`config.mk`:
```
export PLATFORM = sky130hd
export DESIGN_NAME = sseg_scan_driver
export DESIGN_NICKNAME = d
export VERILOG_FILES = /design/src/rtl/sseg_pkg.sv /design/src/rtl/sseg_hex_decode.sv /design/src/rtl/sseg_scan_driver.sv
export SDC_FILE = /design/constraint.sdc
export NUM_CORES = 1
export LEC_CHECK = 0
export ABC_AREA = 1
export CORE_MARGIN = 2
export CORE_UTILIZATION = 45
export DETAILED_ROUTE_END_ITERATION = 10
export GPL_ROUTABILITY_DRIVEN = 0
export HOLD_SLACK_MARGIN = 0.06
export PLACE_DENSITY = 0.64
export SYNTH_ARGS = -nofsm -noshare
export SYNTH_HDL_FRONTEND = slang
export SYNTH_SLANG_ARGS = --single-unit
```
`constraint.sdc`:
```
create_clock -name clk -period 4.5 [get_ports clk]
set_input_delay 0.9 -clock clk [delete_from_list [all_inputs] [get_ports clk]]
set_output_delay 0.9 -clock clk [all_outputs]
set_load 0.005 [all_outputs]
```
`src/rtl/sseg_pkg.sv`:
```
// Shared constants for the seven-segment scan driver: glyphs, FSM encoding, digit limits.
package sseg_pkg;

   localparam int unsigned MIN_DIGITS = 2;
   localparam int unsigned MAX_DIGITS = 8;

   // Glyphs are {a,b,c,d,e,f,g,dp}, active-high, dp always clear here
   localparam logic [7:0] SEG_BLANK = 8'h00;
   localparam logic [7:0] SEG_0     = 8'b11111100;
   localparam logic [7:0] SEG_1     = 8'b01100000;
   localparam logic [7:0] SEG_2     = 8'b11011010;
   localparam logic [7:0] SEG_3     = 8'b11110010;
   localparam logic [7:0] SEG_4     = 8'b01100110;
   localparam logic [7:0] SEG_5     = 8'b10110110;
   localparam logic [7:0] SEG_6     = 8'b10111110;
   localparam logic [7:0] SEG_7     = 8'b11100000;
   localparam logic [7:0] SEG_8     = 8'b11111110;
   localparam logic [7:0] SEG_9     = 8'b11110110;
   localparam logic [7:0] SEG_A     = 8'b11101110;
   localparam logic [7:0] SEG_B     = 8'b00111110;
   localparam logic [7:0] SEG_C     = 8'b00011010;
   localparam logic [7:0] SEG_D     = 8'b01111010;
   localparam logic [7:0] SEG_E     = 8'b10011110;
   localparam logic [7:0] SEG_F     = 8'b10001110;

   typedef enum logic {
      ST_BLANK = 1'b0,
      ST_SHOW  = 1'b1
   } state_t;

endpackage

```
`src/rtl/sseg_hex_decode.sv`:
```
// Combinational hex nibble to seven-segment glyph (dp bit left clear).
module sseg_hex_decode
   import sseg_pkg::*;
(
   input  logic [3:0] nibble,
   output logic [7:0] glyph_c
);

   always_comb begin
      glyph_c = SEG_BLANK;
      unique case (nibble)
         4'h0: glyph_c = SEG_0;
         4'h1: glyph_c = SEG_1;
         4'h2: glyph_c = SEG_2;
         4'h3: glyph_c = SEG_3;
         4'h4: glyph_c = SEG_4;
         4'h5: glyph_c = SEG_5;
         4'h6: glyph_c = SEG_6;
         4'h7: glyph_c = SEG_7;
         4'h8: glyph_c = SEG_8;
         4'h9: glyph_c = SEG_9;
         4'hA: glyph_c = SEG_A;
         4'hB: glyph_c = SEG_B;
         4'hC: glyph_c = SEG_C;
         4'hD: glyph_c = SEG_D;
         4'hE: glyph_c = SEG_E;
         4'hF: glyph_c = SEG_F;
         default: glyph_c = SEG_BLANK;
      endcase
   end

endmodule

```
`src/rtl/sseg_scan_driver.sv`:
```
// Multiplexed seven-segment scanner with blanking guard and frame-synchronous value updates.
// Optional leading-zero suppression is enabled by defining SSEG_LZ_BLANK_EN.
module sseg_scan_driver
   import sseg_pkg::*;
#(
   parameter int unsigned NUM_DIGITS   = 4,
   parameter int unsigned SHOW_CYCLES  = 50000,
   parameter int unsigned BLANK_CYCLES = 16
) (
   input  logic                    clk,
   input  logic                    rst,
   input  logic [4*NUM_DIGITS-1:0] value,
   input  logic [NUM_DIGITS-1:0]   dp_in,
   input  logic [NUM_DIGITS-1:0]   digit_en,
   input  logic                    update,
   output logic [7:0]              sseg,
   output logic [NUM_DIGITS-1:0]   digit_sel,
   output logic                    frame_done
);

   localparam int unsigned MAX_CYC = (SHOW_CYCLES > BLANK_CYCLES) ? SHOW_CYCLES : BLANK_CYCLES;
   localparam int unsigned CNT_W   = (MAX_CYC > 1) ? $clog2(MAX_CYC) : 1;
   localparam int unsigned IDX_W   = $clog2(NUM_DIGITS);
   localparam int unsigned VAL_W   = 4 * NUM_DIGITS;

   if (NUM_DIGITS < MIN_DIGITS || NUM_DIGITS > MAX_DIGITS) begin : g_bad_cfg
      $error("sseg_scan_driver: NUM_DIGITS out of range");
   end

   state_t                 state_q, state_n;
   logic [IDX_W-1:0]       idx_q, idx_n;
   logic [CNT_W-1:0]       cnt_q, cnt_n;
   logic [VAL_W-1:0]       act_val_q, act_val_n, pend_val_q, pend_val_n;
   logic [NUM_DIGITS-1:0]  act_dp_q, act_dp_n, pend_dp_q, pend_dp_n;
   logic [NUM_DIGITS-1:0]  act_en_q, act_en_n, pend_en_q, pend_en_n;
   logic                   flag_q, flag_n;
   logic                   boundary_c;
   logic [NUM_DIGITS-1:0]  eff_en_c;
   logic [3:0]             nib_c;
   logic                   en_sel_c, dp_sel_c, show_c;
   logic [7:0]             glyph_c, sseg_n;
   logic [NUM_DIGITS-1:0]  sel_n;

`ifdef SSEG_LZ_BLANK_EN
   // A digit is dark when it and every higher digit hold zero; digit 0 always survives
   logic [NUM_DIGITS-1:0] lz_sup_c;
   always_comb begin
      logic zero_run;
      lz_sup_c = '0;
      zero_run = 1'b1;
      for (int i = NUM_DIGITS - 1; i >= 1; i--) begin
         zero_run    = zero_run & (act_val_q[4*i +: 4] == 4'h0);
         lz_sup_c[i] = zero_run;
      end
   end
   assign eff_en_c = act_en_q & ~lz_sup_c;
`else
   assign eff_en_c = act_en_q;
`endif

   // Slot sequencing and shadow-register handoff
   always_comb begin
      state_n    = state_q;
      idx_n      = idx_q;
      cnt_n      = cnt_q + CNT_W'(1);
      act_val_n  = act_val_q;
      act_dp_n   = act_dp_q;
      act_en_n   = act_en_q;
      pend_val_n = pend_val_q;
      pend_dp_n  = pend_dp_q;
      pend_en_n  = pend_en_q;
      flag_n     = flag_q;
      boundary_c = 1'b0;
      unique case (state_q)
         ST_BLANK: begin
            if (cnt_q == CNT_W'(BLANK_CYCLES - 1)) begin
               state_n = ST_SHOW;
               cnt_n   = '0;
            end
         end
         ST_SHOW: begin
            if (cnt_q == CNT_W'(SHOW_CYCLES - 1)) begin
               state_n = ST_BLANK;
               cnt_n   = '0;
               if (idx_q == IDX_W'(NUM_DIGITS - 1)) begin
                  idx_n      = '0;
                  boundary_c = 1'b1;
               end else begin
                  idx_n = idx_q + IDX_W'(1);
               end
            end
         end
         default: ;
      endcase
      if (boundary_c) begin
         // Inputs arriving on the boundary edge go straight to the display
         if (update) begin
            act_val_n = value;
            act_dp_n  = dp_in;
            act_en_n  = digit_en;
         end else if (flag_q) begin
            act_val_n = pend_val_q;
            act_dp_n  = pend_dp_q;
            act_en_n  = pend_en_q;
         end
         flag_n = 1'b0;
      end else if (update) begin
         pend_val_n = value;
         pend_dp_n  = dp_in;
         pend_en_n  = digit_en;
         flag_n     = 1'b1;
      end
   end

   // Select the nibble and flags of the digit about to be driven
   always_comb begin
      nib_c    = 4'h0;
      en_sel_c = 1'b0;
      dp_sel_c = 1'b0;
      for (int i = 0; i < NUM_DIGITS; i++) begin
         if (idx_n == IDX_W'(i)) begin
            nib_c    = act_val_q[4*i +: 4];
            en_sel_c = eff_en_c[i];
            dp_sel_c = act_dp_q[i];
         end
      end
   end

   sseg_hex_decode u_decode (
      .nibble  (nib_c),
      .glyph_c (glyph_c)
   );

   // Next output values, registered together so sel and segments never skew
   always_comb begin
      sel_n  = '1;
      show_c = (state_n == ST_SHOW) && en_sel_c;
      for (int i = 0; i < NUM_DIGITS; i++) begin
         if (show_c && (idx_n == IDX_W'(i))) sel_n[i] = 1'b0;
      end
      sseg_n = show_c ? (glyph_c | {7'b0, dp_sel_c}) : SEG_BLANK;
   end

   always_ff @(posedge clk) begin
      if (!rst) begin
         state_q    <= ST_BLANK;
         idx_q      <= '0;
         cnt_q      <= '0;
         act_val_q  <= '0;
         act_dp_q   <= '0;
         act_en_q   <= '0;
         pend_val_q <= '0;
         pend_dp_q  <= '0;
         pend_en_q  <= '0;
         flag_q     <= 1'b0;
         sseg       <= SEG_BLANK;
         digit_sel  <= '1;
         frame_done <= 1'b0;
      end else begin
         state_q    <= state_n;
         idx_q      <= idx_n;
         cnt_q      <= cnt_n;
         act_val_q  <= act_val_n;
         act_dp_q   <= act_dp_n;
         act_en_q   <= act_en_n;
         pend_val_q <= pend_val_n;
         pend_dp_q  <= pend_dp_n;
         pend_en_q  <= pend_en_n;
         flag_q     <= flag_n;
         sseg       <= sseg_n;
         digit_sel  <= sel_n;
         frame_done <= boundary_c;
      end
   end

endmodule

```
==> ci_impl_report.md <==
## Implementation flow summary

| Metric | Value |
|---|---|
| Syn_area_per_cell | 7.786 sq um |
| Pre-Repair DR Iteration Count | 4 |
| CTS tree | built |
| Syn Inst Count | 498 |
| Post-cts sizing count | 0 |
| Met3 Use GR | 4.769% |
| Met2 wire len | 3.563 mm |
| Post-Synth XOR/XNOR Area | 1.129% |
| Layout Nets | 568 |
| Chip height | 96.83 um |
| Die width | 96.83 um |
| Worst Hold Slack | 452.9 ps |
| Critical Path Sink | pend_val_q[12] |
| Die area | 9375 sq um |
| Worst r2r src | cnt_q[0] |
| Dominant logic cell type in the layout | nor2_1 |
| Routed vias | 3202 |
| HP Start | act_en_q[2] |
| Logic pwr share | 6.6% |
| Worst-path fanout max | 25 |
| Initial antenna violation count | 0 |
| Antenna cells | 0 |
| Worst setup EP type | flop |
| Yosys warnings | 0 |
| First-pass GRT wire length | 13.78 mm |
| Outcome | complete, no violations |
| Post-CTS Setup Inserts | 0 |
| Top logic family | simple AND/OR/NAND/NOR gates |
| RSZ-0062 raised after global routing | no |
| Worst setup startpoint | cnt_q[0] |
| # IOs | 40 |
| Synth Seq Share | 41.82% |
| H-tree levels | 3 |
| Hold Path Stages | 2 |
| Number of enable flip-flop cells | 0 |
| Most frequent CP cell | nor2_1 |
| Slew Limit Fails | 0 |
| CTS Hold Bufs | 0 |
| Synth top area share | 41.82% |
| Power Clock | 556 uW |
| Period Utilization, post-route | 63.80% |
| Pwr per Cell Area | 305.9 nW/um^2 |
| CTS clk-pin slew, worst paths | 90 ps |
| Final hold vios | 0 |
| Largest net degree at the start of global routing | 51 |
| Yosys reg bits | 81 |
| Antenna-violating nets left | 0 |
| Worst r2r dst | pend_val_q[12] |
| CTS root buf | clkbuf_8 |
metrics by stage:
stage | power (mW) | worst slack [ps] | instances | instance area, sq um
5_1_grt | 1.447 | 1324 | 642 | 4543
4_1_cts | 1.406 | 1604 | 642 | 4543
2_1_floorplan | 0.8116 | 2097 | 498 | 3877
3_3_place_gp | 0.8489 | 1394 | 626 | 4333
3_5_place_dp | 0.8510 | 1317 | 626 | 4333
6_report | 1.390 | 1629 | 642 | 4543
area by class of cell:
class,count,area [sq um]
Multi-Input combinational cell,354,1999
Fill cell,783,3756
Tap cell,105,131.4
Inverter,44,167.7
Timing Repair Buffer,42,412.9
Sequential cell,81,1622
Clock buffer,10,137.6
Clock inverter,6,72.57
### Metal 1

Scale bar: 20 um. Supply wires on this layer in gray.
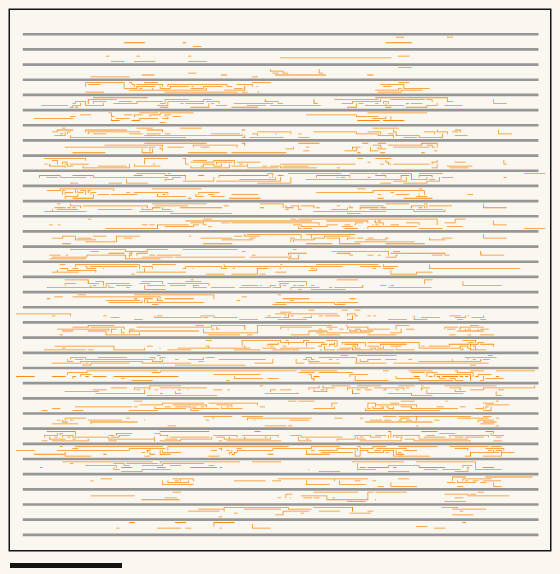
nets with wire on the layer: 521
longest straight run: 24.8 um
wire length on this layer: 4070 um
share of all routed wire: 51%
main direction: horizontal

### Met2 routing

Scale bar: 20 um.
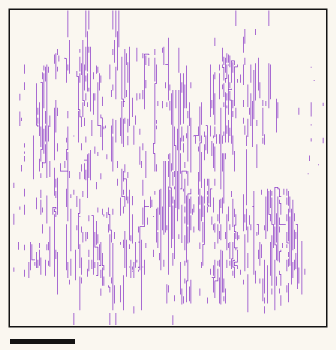
nets with wire on the layer: 414
main direction: vertical

### Met3 routing

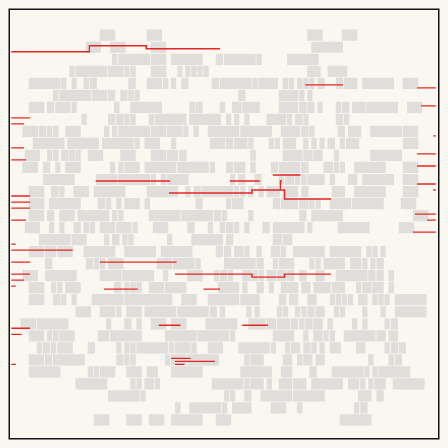
longest straight run: 18.6 um
wire length on this layer: 305 um

### Congestion heat map

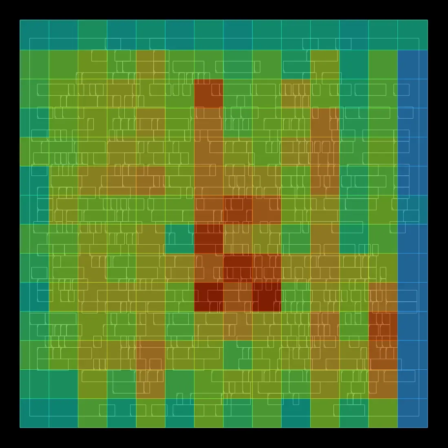
GR peak layer: met2
GRT Total Usage: 17.61%
met1 usage: 24.56%

### Routed clock nets over the placement

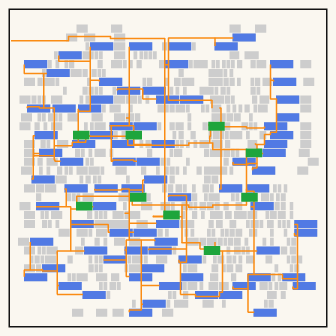
[flip-flops] blue | count: 81
[clock-net drivers] green | count: 9
[clock wires] orange | length: 1030 um
routed clock nets: 10

No activity file was given, so power comes from the tool's default toggle rates.
